## src/rtl/mem_stage_lsu_pkg.sv

```systemverilog
// Shared encodings for the memory-stage load/store unit: funct3 codes,
// FSM states and W-stage fault codes.
package lsu_pkg;

  localparam logic [2:0] F3_LB  = 3'b000;
  localparam logic [2:0] F3_LH  = 3'b001;
  localparam logic [2:0] F3_LW  = 3'b010;
  localparam logic [2:0] F3_LBU = 3'b100;
  localparam logic [2:0] F3_LHU = 3'b101;
  localparam logic [2:0] F3_SB  = 3'b000;
  localparam logic [2:0] F3_SH  = 3'b001;
  localparam logic [2:0] F3_SW  = 3'b010;

  typedef enum logic {
    ST_IDLE = 1'b0,
    ST_WAIT = 1'b1
  } lsu_state_t;

  localparam logic [1:0] FAULT_NONE    = 2'b00;
  localparam logic [1:0] FAULT_ALIGN   = 2'b01;
  localparam logic [1:0] FAULT_TIMEOUT = 2'b10;

endpackage

```

## src/rtl/mem_stage_lsu_align.sv

```systemverilog
// Combinational byte-lane placement for stores, lane select plus extension
// for loads, and detection of misaligned or illegal accesses.
module lsu_align
  import lsu_pkg::*;
(
  input  logic [1:0]  addr,
  input  logic [2:0]  funct3,
  input  logic        is_load,
  input  logic        is_store,
  input  logic [31:0] wdata,
  input  logic [31:0] rdata,
  output logic [3:0]  be,
  output logic [31:0] wdata_o,
  output logic [31:0] rdata_ext,
  output logic        misalign
);

  logic [7:0]  byte_sel;
  logic [15:0] half_sel;
  logic        illegal;
  logic        addr_bad;

  always_comb begin
    be      = 4'b0000;
    wdata_o = 32'h0000_0000;
    case (funct3)
      F3_SB: begin
        be      = 4'b0001 << addr;
        wdata_o = {4{wdata[7:0]}};
      end
      F3_SH: begin
        be      = addr[1] ? 4'b1100 : 4'b0011;
        wdata_o = {2{wdata[15:0]}};
      end
      F3_SW: begin
        be      = 4'b1111;
        wdata_o = wdata;
      end
      default: begin
        be      = 4'b0000;
        wdata_o = 32'h0000_0000;
      end
    endcase
  end

  always_comb begin
    byte_sel  = rdata[{addr, 3'b000} +: 8];
    half_sel  = addr[1] ? rdata[31:16] : rdata[15:0];
    rdata_ext = 32'h0000_0000;
    case (funct3)
      F3_LB:   rdata_ext = {{24{byte_sel[7]}}, byte_sel};
      F3_LH:   rdata_ext = {{16{half_sel[15]}}, half_sel};
      F3_LW:   rdata_ext = rdata;
      F3_LBU:  rdata_ext = {24'h00_0000, byte_sel};
      F3_LHU:  rdata_ext = {16'h0000, half_sel};
      default: rdata_ext = 32'h0000_0000;
    endcase
  end

  // Width comes from funct3[1:0]; 01 is half and 10 is word for loads and stores alike.
  always_comb begin
    illegal  = (is_load & is_store)
             | (is_load & ((funct3 == 3'b011) | (funct3[2:1] == 2'b11)))
             | (is_store & (funct3 >= 3'b011));
    addr_bad = ((funct3[1:0] == 2'b01) & addr[0])
             | ((funct3[1:0] == 2'b10) & (addr != 2'b00));
    misalign = (is_load | is_store) & (illegal | addr_bad);
  end

endmodule

```

## src/rtl/mem_stage_lsu.sv

```systemverilog
// Memory stage and M->W pipeline register: req/ack data bus handshake with
// wait-state stalling, timeout abort and fault reporting into W.
module mem_stage_lsu
  import lsu_pkg::*;
#(
  parameter int MAX_WAIT = 255
) (
  input  logic        clk,
  input  logic        reset,
  input  logic        MemReadM,
  input  logic        MemWriteM,
  input  logic [2:0]  Funct3M,
  input  logic [31:0] ALUResultM,
  input  logic [31:0] WriteDataM,
  input  logic [4:0]  RdM,
  input  logic [31:0] PCPlus4M,
  input  logic        RegWriteM,
  input  logic [1:0]  ResultSrcM,
  output logic        StallM,
  output logic        dmem_req,
  output logic        dmem_we,
  output logic [31:0] dmem_addr,
  output logic [31:0] dmem_wdata,
  output logic [3:0]  dmem_be,
  input  logic        dmem_ack,
  input  logic [31:0] dmem_rdata,
  output logic [31:0] ALUResultW,
  output logic [31:0] ReadDataW,
  output logic [31:0] PCPlus4W,
  output logic [4:0]  RdW,
  output logic [1:0]  ResultSrcW,
  output logic        RegWriteW,
  output logic [1:0]  FaultW
);

  localparam logic [7:0] MAX_CNT = 8'(MAX_WAIT);

  lsu_state_t  state, state_next;
  logic [7:0]  cnt, cnt_next;
  logic        memop, fault_align, aborting, ack_ok;
  logic [1:0]  fault_code;
  logic [31:0] rdata_ext;

  lsu_align u_align (
    .addr      (ALUResultM[1:0]),
    .funct3    (Funct3M),
    .is_load   (MemReadM),
    .is_store  (MemWriteM),
    .wdata     (WriteDataM),
    .rdata     (dmem_rdata),
    .be        (dmem_be),
    .wdata_o   (dmem_wdata),
    .rdata_ext (rdata_ext),
    .misalign  (fault_align)
  );

  // Abort uses the raw ack so that an ack at the limit still completes normally.
  always_comb begin
    memop      = MemReadM | MemWriteM;
    aborting   = (state == ST_WAIT) & ~dmem_ack & (cnt == MAX_CNT);
    dmem_req   = memop & ~fault_align & ~aborting & ~reset;
    ack_ok     = dmem_req & dmem_ack;
    StallM     = dmem_req & ~dmem_ack;
    dmem_we    = MemWriteM;
    dmem_addr  = {ALUResultM[31:2], 2'b00};
    if (fault_align) begin
      fault_code = FAULT_ALIGN;
    end else if (aborting) begin
      fault_code = FAULT_TIMEOUT;
    end else begin
      fault_code = FAULT_NONE;
    end
  end

  always_comb begin
    state_next = state;
    cnt_next   = cnt;
    case (state)
      ST_IDLE: begin
        if (StallM) begin
          state_next = ST_WAIT;
          cnt_next   = 8'd1;
        end else begin
          state_next = ST_IDLE;
          cnt_next   = 8'd0;
        end
      end
      ST_WAIT: begin
        if (StallM) begin
          cnt_next = cnt + 8'd1;
        end else begin
          state_next = ST_IDLE;
          cnt_next   = 8'd0;
        end
      end
      default: begin
        state_next = ST_IDLE;
        cnt_next   = 8'd0;
      end
    endcase
  end

  always_ff @(posedge clk or posedge reset) begin
    if (reset) begin
      state <= ST_IDLE;
      cnt   <= 8'd0;
    end else begin
      state <= state_next;
      cnt   <= cnt_next;
    end
  end

  // Stalled cycles push a bubble into W while the data fields hold.
  always_ff @(posedge clk or posedge reset) begin
    if (reset) begin
      ALUResultW <= 32'h0000_0000;
      ReadDataW  <= 32'h0000_0000;
      PCPlus4W   <= 32'h0000_0000;
      RdW        <= 5'd0;
      ResultSrcW <= 2'b00;
      RegWriteW  <= 1'b0;
      FaultW     <= FAULT_NONE;
    end else if (StallM) begin
      RegWriteW <= 1'b0;
      FaultW    <= FAULT_NONE;
    end else begin
      ALUResultW <= ALUResultM;
      ReadDataW  <= (ack_ok & MemReadM) ? rdata_ext : 32'h0000_0000;
      PCPlus4W   <= PCPlus4M;
      RdW        <= RdM;
      ResultSrcW <= ResultSrcM;
      RegWriteW  <= RegWriteM & (fault_code == FAULT_NONE);
      FaultW     <= fault_code;
    end
  end

endmodule

```

## config.mk

```make
export PLATFORM = sky130hd
export DESIGN_NAME = mem_stage_lsu
export DESIGN_NICKNAME = d
export VERILOG_FILES = /design/src/rtl/mem_stage_lsu_pkg.sv /design/src/rtl/mem_stage_lsu_align.sv /design/src/rtl/mem_stage_lsu.sv
export SDC_FILE = /design/constraint.sdc
export NUM_CORES = 1
export LEC_CHECK = 0
export CAP_MARGIN = 20
export CORE_AREA = 2 2 123 125
export DETAILED_ROUTE_END_ITERATION = 10
export DIE_AREA = 0 0 125 127
export HOLD_SLACK_MARGIN = 0.05
export PLACE_DENSITY = 0.79
export SLEW_MARGIN = 20
export SYNTH_ARGS = -nofsm -noshare
export SYNTH_HDL_FRONTEND = slang
export SYNTH_SLANG_ARGS = --single-unit
```

## constraint.sdc

```tcl
create_clock -name clk -period 6.4 [get_ports clk]
set_input_delay 0.96 -clock clk [delete_from_list [all_inputs] [get_ports clk]]
set_output_delay 0.96 -clock clk [all_outputs]
set_load 0.02 [all_outputs]
```

**Run 1: register map, names as in the netlist**

Other sequential cells in the stronger gray, the rest of the logic in the fainter gray.
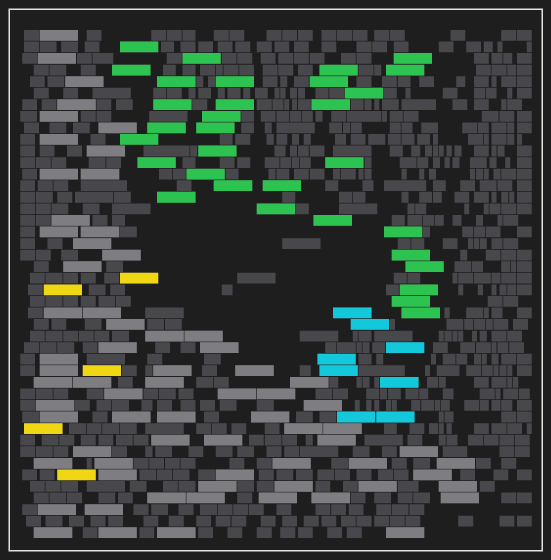
color	signal	sequential cells
green	ReadDataW	32
cyan	cnt	8
yellow	RdW	5
not colored	70
register area: 2880 sq um
sequential portion of the cell area: 30.7%
sequential cell power: 781 uW

**Run 1: I/O nets highlighted**

The bar under the picture is 50 microns long.
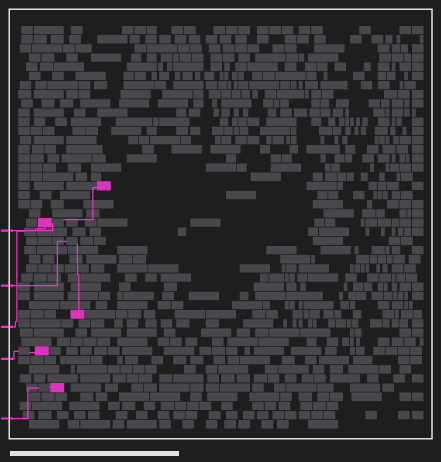
color	port	bits	direction	end cells	buffers	wire
magenta	RdM	5	input	5	5	152 microns
input/output buffers: 318
I/O pin cnt: 321

**Run 1: clock distribution**

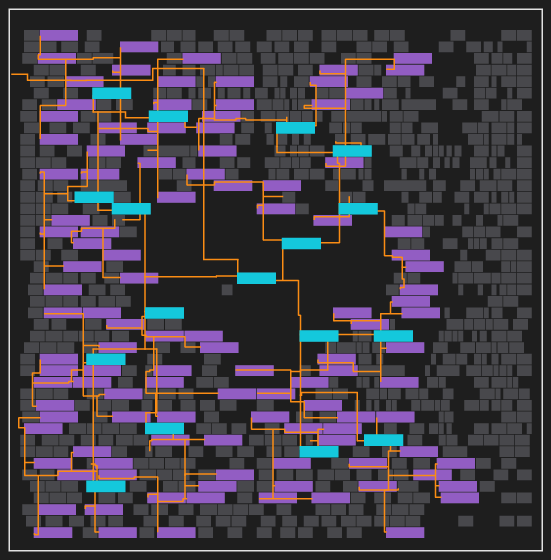
[purple] flip-flops | count: 115
[cyan] clock drivers | count: 17
[orange] clock wires | length: 1520 microns
routed clock nets	18
flops lie	widely spread
clk_skew: 0.00596 ns
clk_lat worst skew: 0.41 ns

==> out/qor.yml, run 1 <==
global_route:
  grt_max_degree: 78
  grt_pass1_vias: 5383
power_and_ir_drop:
  combPwrFrac_pct: 20.3
  intPower_uw: 1630
  combinationalPower_uw: 445
worst_setup_path:
  reg2reg_depth: 8
  r2r_slack_ns: 3.42
  critPathMaxStageDelay_ns: 0.98
  reg2reg_to: "ALUResultW[28]"
  cp-start-kind: "primary input"
  startpoint: "Funct3M[0]"
  critical_path_buf_inv_count: 3
finish:
  non_clock_buffer_count: 328
  drive_gt1_share_pct: 15.4
  antenna_cells: 0
  comb-cell-share_pct: 25.3
  nonClkBufAreaFrac_pct: 34.8
  inv_count: 4
synth:
  synthDistinctLibCells: 43
  synth_stat.cells: 498
  ys_area_sq_um: 5740
  ys.flops: 115
drt:
  wl_met3_mm: 1.73
  drtIter0Drc: 369
  top_layer: "met4"
  met2_length_mm: 9.42
  vias: 5127
place:
  dpl.hpwl_mm: 13.9
cts:
  cts_root_buf: "clkbuf_16"
  cts_tree: "yes"
  cts.sinks: 115
  clk_pin_slew_ns: 0.05
  post_cts_buffers: 0
  htreeDepth: 4
timing:
  relSlewSlack_pct: 36.6
  worstMarginPinSlew_ns: 0.951
  fin_crit_sh_pct: 71.5
  tns_ns: 0
  timing.final.crit_period_ns: 4.58
floorplanning:
  fp.dieW_microns: 125
  core_area_sq_um: 14400
  taps: 184
  die-area_sq_um: 15900
  die_y_microns: 127
  rows: 44
status:
  status: "finished clean"
hold_path:
  min_from: "ReadDataW[12]"
  worst_hold_path_type: "flip-flop to flip-flop"
job:
  warnings: 26
run 1: logic make-up after synthesis:
| logic type | count (synthesis) | synth area share (%) |
|---|---|---|
| DFF | 115 | 50.1 |
| AOI/OAI and AO/OA | 111 | 14.0 |
| and+or+nand+nor | 98 | 7.93 |
| muxes | 91 | 18.1 |
| buffers and inverters | 75 | 8.71 |
| xor gates and xnor gates | 6 | 0.915 |
| adders and majority gates | 1 | 0.218 |
| other | 1 | 0.0653 |
run 1: stage by stage:
| step | instances | power (uW) | utilization (%) | worst slack, ns | hold slack (ns) |
|---|---|---|---|---|---|
| after floorplan | 499 | 1010 | - | 2.40 | 0.436 |
| after global placement | 940 | 1230 | 60.7 | 1.81 | 0.474 |
| after detailed placement | 940 | 1240 | 60.7 | 1.78 | 0.473 |
| after CTS | 972 | 2220 | 64.9 | 1.85 | 0.489 |
| after global routing | 972 | 2280 | 64.9 | 1.64 | 0.506 |
| final | 972 | 2190 | 64.9 | 1.82 | 0.488 |
run 1: synth_stat cells, types with 2 or more instances:
cell	n	area, sq um
or3_1	2	12.5
o2bb2ai_1	33	289
o21ai_0	4	20.0
xnor2_1	3	26.3
a21boi_0	3	22.5
a22oi_1	9	67.6
o21a_1	3	22.5
nor2_1	33	124
a211oi_1	10	75.1
xor2_1	3	26.3
nand2_1	30	113
inv_1	4	15.0
buf_6	12	135
dfrtp_1	115	2880
nand2b_1	2	12.5
nor2b_1	3	18.8
buf_1	3	11.3
clkbuf_1	19	71.3
and3_1	2	12.5
buf_2	4	20.0
buf_4	33	248
a21oi_1	39	195
mux2_2	72	811
and2_1	9	56.3
mux4_2	2	45.0
nand3_1	4	20.0
nor3_1	8	40.0
mux2i_1	7	70.1
mux2_1	10	113
a221oi_1	4	35.0
==> run 2: changes to the inputs <==
--- a/config.mk
+++ b/config.mk
@@ -6,11 +6,10 @@
 export NUM_CORES = 1
 export LEC_CHECK = 0
 export CAP_MARGIN = 20
-export CORE_AREA = 2 2 123 125
+export CORE_UTILIZATION = 35
 export DETAILED_ROUTE_END_ITERATION = 10
-export DIE_AREA = 0 0 125 127
 export HOLD_SLACK_MARGIN = 0.05
-export PLACE_DENSITY = 0.79
+export PLACE_DENSITY = 0.74
 export SLEW_MARGIN = 20
 export SYNTH_ARGS = -nofsm -noshare
 export SYNTH_HDL_FRONTEND = slang
==> constraint.sdc (replaced) <==
create_clock -name clk -period 4.2 [get_ports clk]
set_input_delay 0.63 -clock clk [delete_from_list [all_inputs] [get_ports clk]]
set_output_delay 0.63 -clock clk [all_outputs]
set_load 0.02 [all_outputs]
**Run 2: clock distribution**

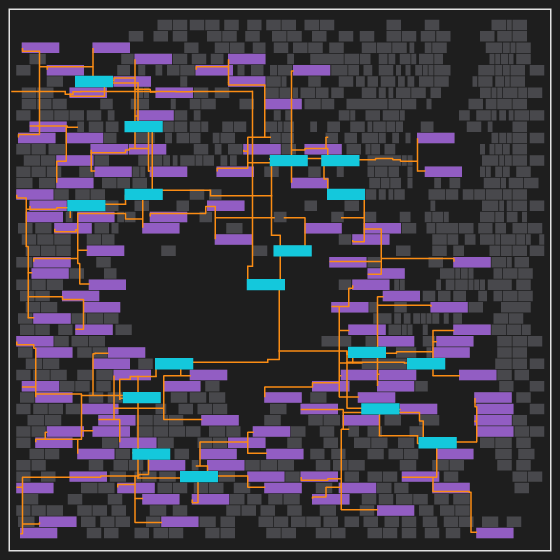
[orange] clock wires | length: 1610 microns
[purple] flip-flops | count: 115
[cyan] clock drivers | count: 17
routed clock nets	18
flops lie	widely spread
clk pwr: 1380 uW
clk_skew: 0.00568 ns
Clock Power Share: 42.4%

==> run 2 against run 1 <==
- final cell count rose by 3.6%
- hold slack worse by 0.0033 ns
- clock skew barely moved
- power is 48% higher
- clock power grew 43%
- critical path depth fell by 1
- register-to-register slack got worse by 1.6 ns
- count of clock-buffer cells in the layout unchanged
- critical path type unchanged
- critical endpoint is now dmem_wdata[1]
- largest cell class unchanged
- highest routed layer unchanged
==> out/qor.yml, run 2 <==
floorplanning:
  fp.dieW_microns: 130  # was 125 microns
  rows: 46  # was 44
  die_y_microns: 130  # was 127 microns
  core_area_sq_um: 15900  # was 14400 sq um
  num_io_pins: 321  # unchanged
  die-area_sq_um: 16900  # was 15900 sq um
synth:
  logic_family: "multiplexers"  # unchanged
  synth_adder_area_share_pct: 0.218  # unchanged
  synth_dominant_cell_count: "dfrtp_1"  # unchanged
  synth.top_cells.by_count: "dfrtp_1 (115), mux2_2 (72), a21oi_1 (39)"  # unchanged
  syn_avg_cell_area_sq_um: 11.5  # unchanged
  yosysTopAreaCell: "dfrtp_1"  # unchanged
  simple_gate_share_pct: 7.93  # unchanged
  yosys.area_share.aoi_pct: 14.0  # unchanged
  ys_area_sq_um: 5740  # unchanged
  ys_async_sr_fraction_pct: 100  # unchanged
  ys.flops: 115  # unchanged
  xor_area_share_pct: 0.915  # unchanged
drt:
  wl_met3_mm: 1.61  # was 1.73 mm
  drtIter0Drc: 258  # was 369
  vias: 5055  # was 5127
  met2_length_mm: 9.73  # was 9.42 mm
  top_layer: "met4"  # unchanged
place:
  dpl.hpwl_mm: 13.7  # was 13.9 mm
  dpl_worst_slack_ns: 0.749  # was 1.78 ns
global_route:
  grt_max_degree: 108  # was 78
hold_path:
  worst_hold_path_type: "flip-flop to flip-flop"  # unchanged
timing:
  relSlewSlack_pct: 33.1  # was 36.6%
  fmax_mhz: 290
  layout_setup_ws_ns: 0.757  # was 1.82 ns
  timing.final.crit_period_ns: 3.44
  worstMarginPinSlew_ns: 1.00  # was 0.951 ns
  worst_hold_slack_ns: 0.485  # was 0.488 ns
  fin_crit_sh_pct: 82.0
finish:
  antenna_cells: 0  # unchanged
  final-instance-count-excl-fill: 1007  # was 972
  final_util_pct: 59.1  # was 64.9%
  nets: 923  # was 920
  drive_gt1_share_pct: 15.8  # was 15.4%
cts:
  post_cts_buffers: 0  # unchanged
  cts.sinks: 115  # unchanged
  clk_pin_slew_ns: 0.05  # about the same
  cts_tree: "yes"  # unchanged
  holdBufCountCts: 0  # unchanged
  clk_latency_ns: 0.41  # about the same
worst_setup_path:
  cp-start-kind: "primary input"  # unchanged
  r2r_slack_ns: 1.85  # was 3.42 ns
  cp.arrival_ns: 2.81  # was 3.62 ns
job:
  warnings: 28  # was 26
status:
  status: "finished clean"  # unchanged
**Run 2: I/O nets highlighted**

The bar under the picture is 50 microns long.
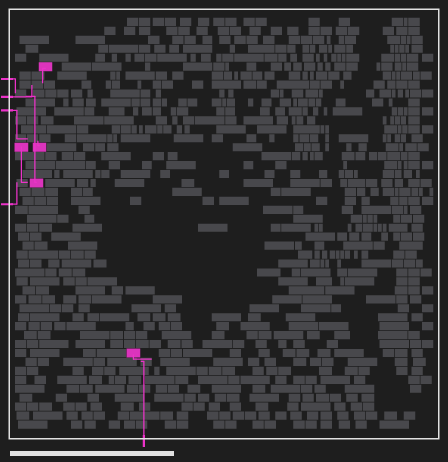
color	port	bits	direction	end cells	buffers	wire
magenta	RdM	5	input	5	5	117 microns

-- run 2: power by group --
group / switching, uW / internal, uW / leakage (uW) / total, uW
registers: 27.9 / 1160 / 0.00144 / 1190
clock network: 519 / 858 / 0.000274 / 1380
logic: 322 / 360 / 0.00201 / 682
-- run 2: area by class of cell --
type	instances	area (sq um)	area share [%]
clock buffers	20	467	4.96
flip-flops and latches	115	2880	30.6
clock inverters	12	106	1.13
repair buffers	331	3310	35.1
inverters	4	17.5	0.186
well taps	216	270	2.87
multi-input cells	309	2370	25.2
-- run 2: worst paths after layout --
path,startpoint,endpoint,cells past startpoint
min,ALUResultW[10],ALUResultW[10],1
min in group asynchronous,reset,cnt[6],2
max reg2reg,cnt[0],PCPlus4W[14],7
max,Funct3M[0],dmem_wdata[1],6
max in group asynchronous,reset,PCPlus4W[24],3
min reg2reg,ALUResultW[10],ALUResultW[10],1
-- run 2: critical path: stages --
cell and delay [ns]:
clkdlybuf4s50_1 0.52, buf_4 0.23, a21oi_1 0.45, buf_4 0.25, and2_1 0.13, clkdlybuf4s50_1 0.59
-- run 2: kinds of logic (layout without fill, tap and decap cells) --
| family | after synthesis | count (layout) |
|---|---|---|
| AOI/OAI and AO/OA | 111 | 111 |
| and+or+nand+nor | 98 | 98 |
| adders and majority gates | 1 | 1 |
| buffers and inverters | 75 | 367 |
| muxes | 91 | 91 |
| xor gates and xnor gates | 6 | 6 |
| other | 1 | 2 |
| DFF | 115 | 115 |
-- run 2: through the flow --
step	cell area [sq um]	total power, uW
5_1_grt	9420	3380
3_5_place_dp	8840	1890
4_1_cts	9410	3290
6_report	9420	3250
2_1_floorplan	5750	1530
3_3_place_gp	8840	1880
==> run 3: changes to the inputs <==
--- a/config.mk
+++ b/config.mk
@@ -6,10 +6,10 @@
 export NUM_CORES = 1
 export LEC_CHECK = 0
 export CAP_MARGIN = 20
-export CORE_UTILIZATION = 35
+export CORE_UTILIZATION = 39
 export DETAILED_ROUTE_END_ITERATION = 10
 export HOLD_SLACK_MARGIN = 0.05
-export PLACE_DENSITY = 0.74
+export PLACE_DENSITY = 0.78
 export SLEW_MARGIN = 20
 export SYNTH_ARGS = -nofsm -noshare
 export SYNTH_HDL_FRONTEND = slang
==> constraint.sdc (replaced) <==
create_clock -name clk -period 3.5 [get_ports clk]
set_input_delay 0.525 -clock clk [delete_from_list [all_inputs] [get_ports clk]]
set_output_delay 0.525 -clock clk [all_outputs]
set_load 0.02 [all_outputs]
**Run 3: routing congestion**

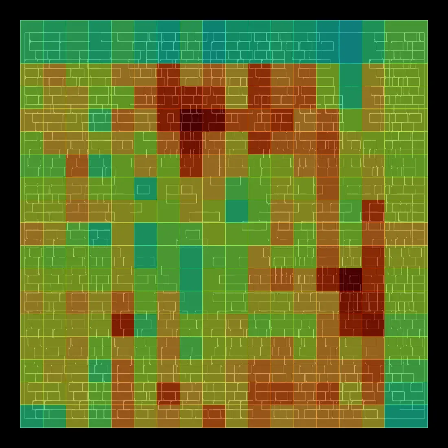
wire length per cell: 19.3 microns
global-route usage over all layers: 24.5%
global routing usage on met3: 10.2%

==> run 3 against run 2 <==
- combinational power grew about 20%
- wire length up 1.6%
- cell area fell by 0.92%
- count of clock-buffer cells in the layout rose by 5
- register-to-register slack worse by 0.70 ns
- sequential share of layout area rose by 0.28 points
- via count is 0.34% higher
- synthesized cell count is the same
- die area shrank 10%
- global-route usage increased by 2.5 points
- hold slack improved by 0.0077 ns
- critical path type unchanged
- critical endpoint is now dmem_wdata[15]
- largest cell class unchanged
- largest power group unchanged
==> out/qor.yml, run 3 <==
status:
  status: "finished clean"  # unchanged
synth:
  ys_async_sr_fraction_pct: 100  # unchanged
  edf_count: 0  # unchanged
  synth_warnings: 0  # unchanged
  synth.top_cells.by_count: "dfrtp_1 (115), mux2_2 (72), a21oi_1 (39)"  # unchanged
  synth_top_area_share_pct: 50.1  # unchanged
  syn_avg_cell_area_sq_um: 11.5  # unchanged
  synth_stat.cells: 498  # unchanged
  synth_area_sq_um: 5740  # unchanged
  area_leaders: "dfrtp_1 (50%), mux2_2 (14%), o2bb2ai_1 (5.0%)"  # unchanged
  synthDistinctLibCells: 43  # unchanged
  synthFlopType: "dfrtp_1"  # unchanged
  yosysTopAreaCell: "dfrtp_1"  # unchanged
  ys_area_sq_um: 5740  # unchanged
  ys.flops: 115  # unchanged
  synth_cells: 498  # unchanged
  synth_dominant_cell_count: "dfrtp_1"  # unchanged
worst_setup_path:
  critPathMaxStageDelay_ns: 0.50  # was 0.59 ns
  timing_worst_setup_path_type: "primary input to output pin"  # unchanged
  crit_top_cell: "buf_4"
  crit_chain: "clkdlybuf4s50_1 > buf_4 > inv_1 > buf_4 > nor2_1 > o21ai_0 > a21oi_1 > buf_4"  # was clkdlybuf4s50_1 > buf_4 > a21oi_1 > buf_4 > and2_1 > clkdlybuf4s50_1
  crit_family: "buffers and inverters"  # unchanged
  worstPathRequired_ns: 2.97  # was 3.57 ns
  cp.arrival_ns: 2.66  # was 2.81 ns
  slowest_stage: "clkdlybuf4s50_1"  # unchanged
  cp_max_fo: 18  # was 11
  critical_path_buf_inv_count: 5  # was 4
  cp-start-kind: "primary input"  # unchanged
global_route:
  grt_max_degree: 108  # unchanged
  grt_antenna_before_repair: 0  # unchanged
  grt.met2_usage_pct: 43.3  # was 39.8%
  grt_overflow_total: 0  # unchanged
  use_met1_pct: 24.9  # was 23.8%
  grt_pass1_wl_mm: 27.6  # was 28.2 mm
  grt_pass1_vias: 5230  # was 5337
  grt.busiest_layer: "met2"  # unchanged
finish:
  nets: 925  # was 923
  antenna_cells: 0  # unchanged
  comb_area_sq_um: 2370  # unchanged
  areaGrowthSynthToFinish_pct: 62.4  # was 63.9%
  ff_latch_area_sq_um: 2880  # unchanged
  drive_gt1_share_pct: 15.2  # was 15.8%
  layout_top_cell: "clkdlybuf4s50_1"  # unchanged
hold_path:
  worst_hold_path_type: "flip-flop to flip-flop"  # unchanged
drt:
  top_layer: "met4"  # unchanged
  drtPass1Iterations: 5  # unchanged
  drc_errors: 0  # unchanged
  avgViaCountPerCell: 5.22  # was 5.02
  ant_nets: 0  # unchanged
  vias: 5072  # was 5055
  drtIter0Drc: 342  # was 258
  met2_length_mm: 9.76  # was 9.73 mm
  wl_met3_mm: 1.95  # was 1.61 mm
  wl_mm: 18.8  # was 18.5 mm
cts:
  cts_root_buf: "clkbuf_16"  # unchanged
  post_cts_buffers: 0  # unchanged
  cts.sinks: 115  # unchanged
  cts_resized: 0  # unchanged
  cts_tree: "yes"  # unchanged
  htreeDepth: 4  # unchanged
  holdBufCountCts: 0  # unchanged
  clk_pin_slew_ns: 0.05  # about the same
  clk_latency_ns: 0.40  # was 0.41 ns
power_and_ir_drop:
  p_leak_uw: 0.00371  # was 0.00373 uW
  power_uw: 3800  # was 3250 uW
  peakVddDrop_v: 0.000316  # was 0.000270 V
timing:
  setup_viol: 0  # unchanged
  fmax_mhz: 314
  timing.final.crit_period_ns: 3.18
  tns_ns: 0  # unchanged
  worstMarginPinSlew_ns: 0.983  # was 1.00 ns
  relSlewSlack_pct: 34.4  # was 33.1%
  fin_skew_ns: 0.00460  # was 0.00568 ns
  fin_crit_sh_pct: 90.9
  worst_hold_slack_ns: 0.493  # was 0.485 ns
job:
  max_cap_viol_count: 0  # unchanged
  warnings: 28  # unchanged
floorplanning:
  num_io_pins: 321  # unchanged
  die_y_microns: 123  # was 130 microns
  fp.dieW_microns: 123  # was 130 microns
  core_area_sq_um: 14100  # was 15900 sq um
  rows: 43  # was 46
  fp_util_pct: 40.6  # was 36.0%
  die-area_sq_um: 15200  # was 16900 sq um
place:
  dpl.hpwl_mm: 14.0  # was 13.7 mm
  finalWeightedCongestion: 0.860  # was 0.841
  numPortBuffers: 318  # unchanged
**Run 3: register map, names as in the netlist**

Other sequential cells in the stronger gray, the rest of the logic in the fainter gray.
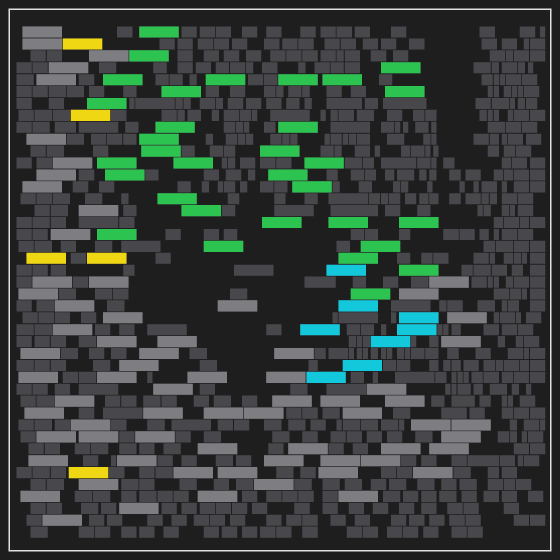
color	signal	sequential cells
cyan	cnt	8
yellow	RdW	5
green	ReadDataW	32
share of the core filled with cells: 65.9%
sequential cell power: 1430 uW

[run 3: cells by family after synthesis]
kind of cell               Yosys count  synth area share (%)
other                                1                0.0653
AOI/OAI and AO/OA                  111                  14.0
xor gates and xnor gates             6                 0.915
buffers and inverters               75                  8.71
and+or+nand+nor                     98                  7.93
adders and majority gates            1                 0.218
muxes                               91                  18.1
DFF                                115                  50.1
[run 3: worst reg2reg max path: cells and delay by family, from the launching register on]
| family | cells | cell delay, ns |
|---|---|---|
| buffers and inverters | 1 | 0.44 |
| muxes | 1 | 0.51 |
| adders and majority gates | 1 | 0.25 |
| and+or+nand+nor | 4 | 0.63 |
| DFF | 1 | 0.40 |
[run 3: path summary, 6_finish.rpt]
path	from	end	slack, ns	cells past startpoint
setup / recovery	Funct3M[0]	dmem_wdata[15]	0.32	8
hold / removal	ALUResultW[11]	ALUResultW[11]	0.49	1
setup reg to reg	cnt[0]	PCPlus4W[10]	1.15	7
hold reg to reg	ALUResultW[11]	ALUResultW[11]	0.49	1
max in group asynchronous	reset	PCPlus4W[27]	1.98	3
min in group asynchronous	reset	ReadDataW[7]	0.75	2
[run 3: per-stage QoR]
stage / instances / cell area, sq um / worst slack [ns]
2_1_floorplan: 499 / 5750 / 1.06
3_3_place_gp: 941 / 8810 / 0.393
3_5_place_dp: 941 / 8810 / 0.375
4_1_cts: 971 / 9330 / 0.356
5_1_grt: 971 / 9330 / 0.231
6_report: 971 / 9330 / 0.317
[run 3: final cells by class]
type	instances	area share, %
Tap cell	180	2.41
Inverter	4	0.201
Sequential cell	115	30.8
Clock buffer	25	4.99
Clock inverter	5	0.590
Multi-Input combinational cell	309	25.4
Timing Repair Buffer	333	35.5
[run 3: power by group]
group / total [uW] / switching, uW / internal (uW)
sequential: 1430 / 34.0 / 1400
clock: 1550 / 567 / 983
combinational: 821 / 389 / 433
Power is estimated from default activity; no workload was simulated.
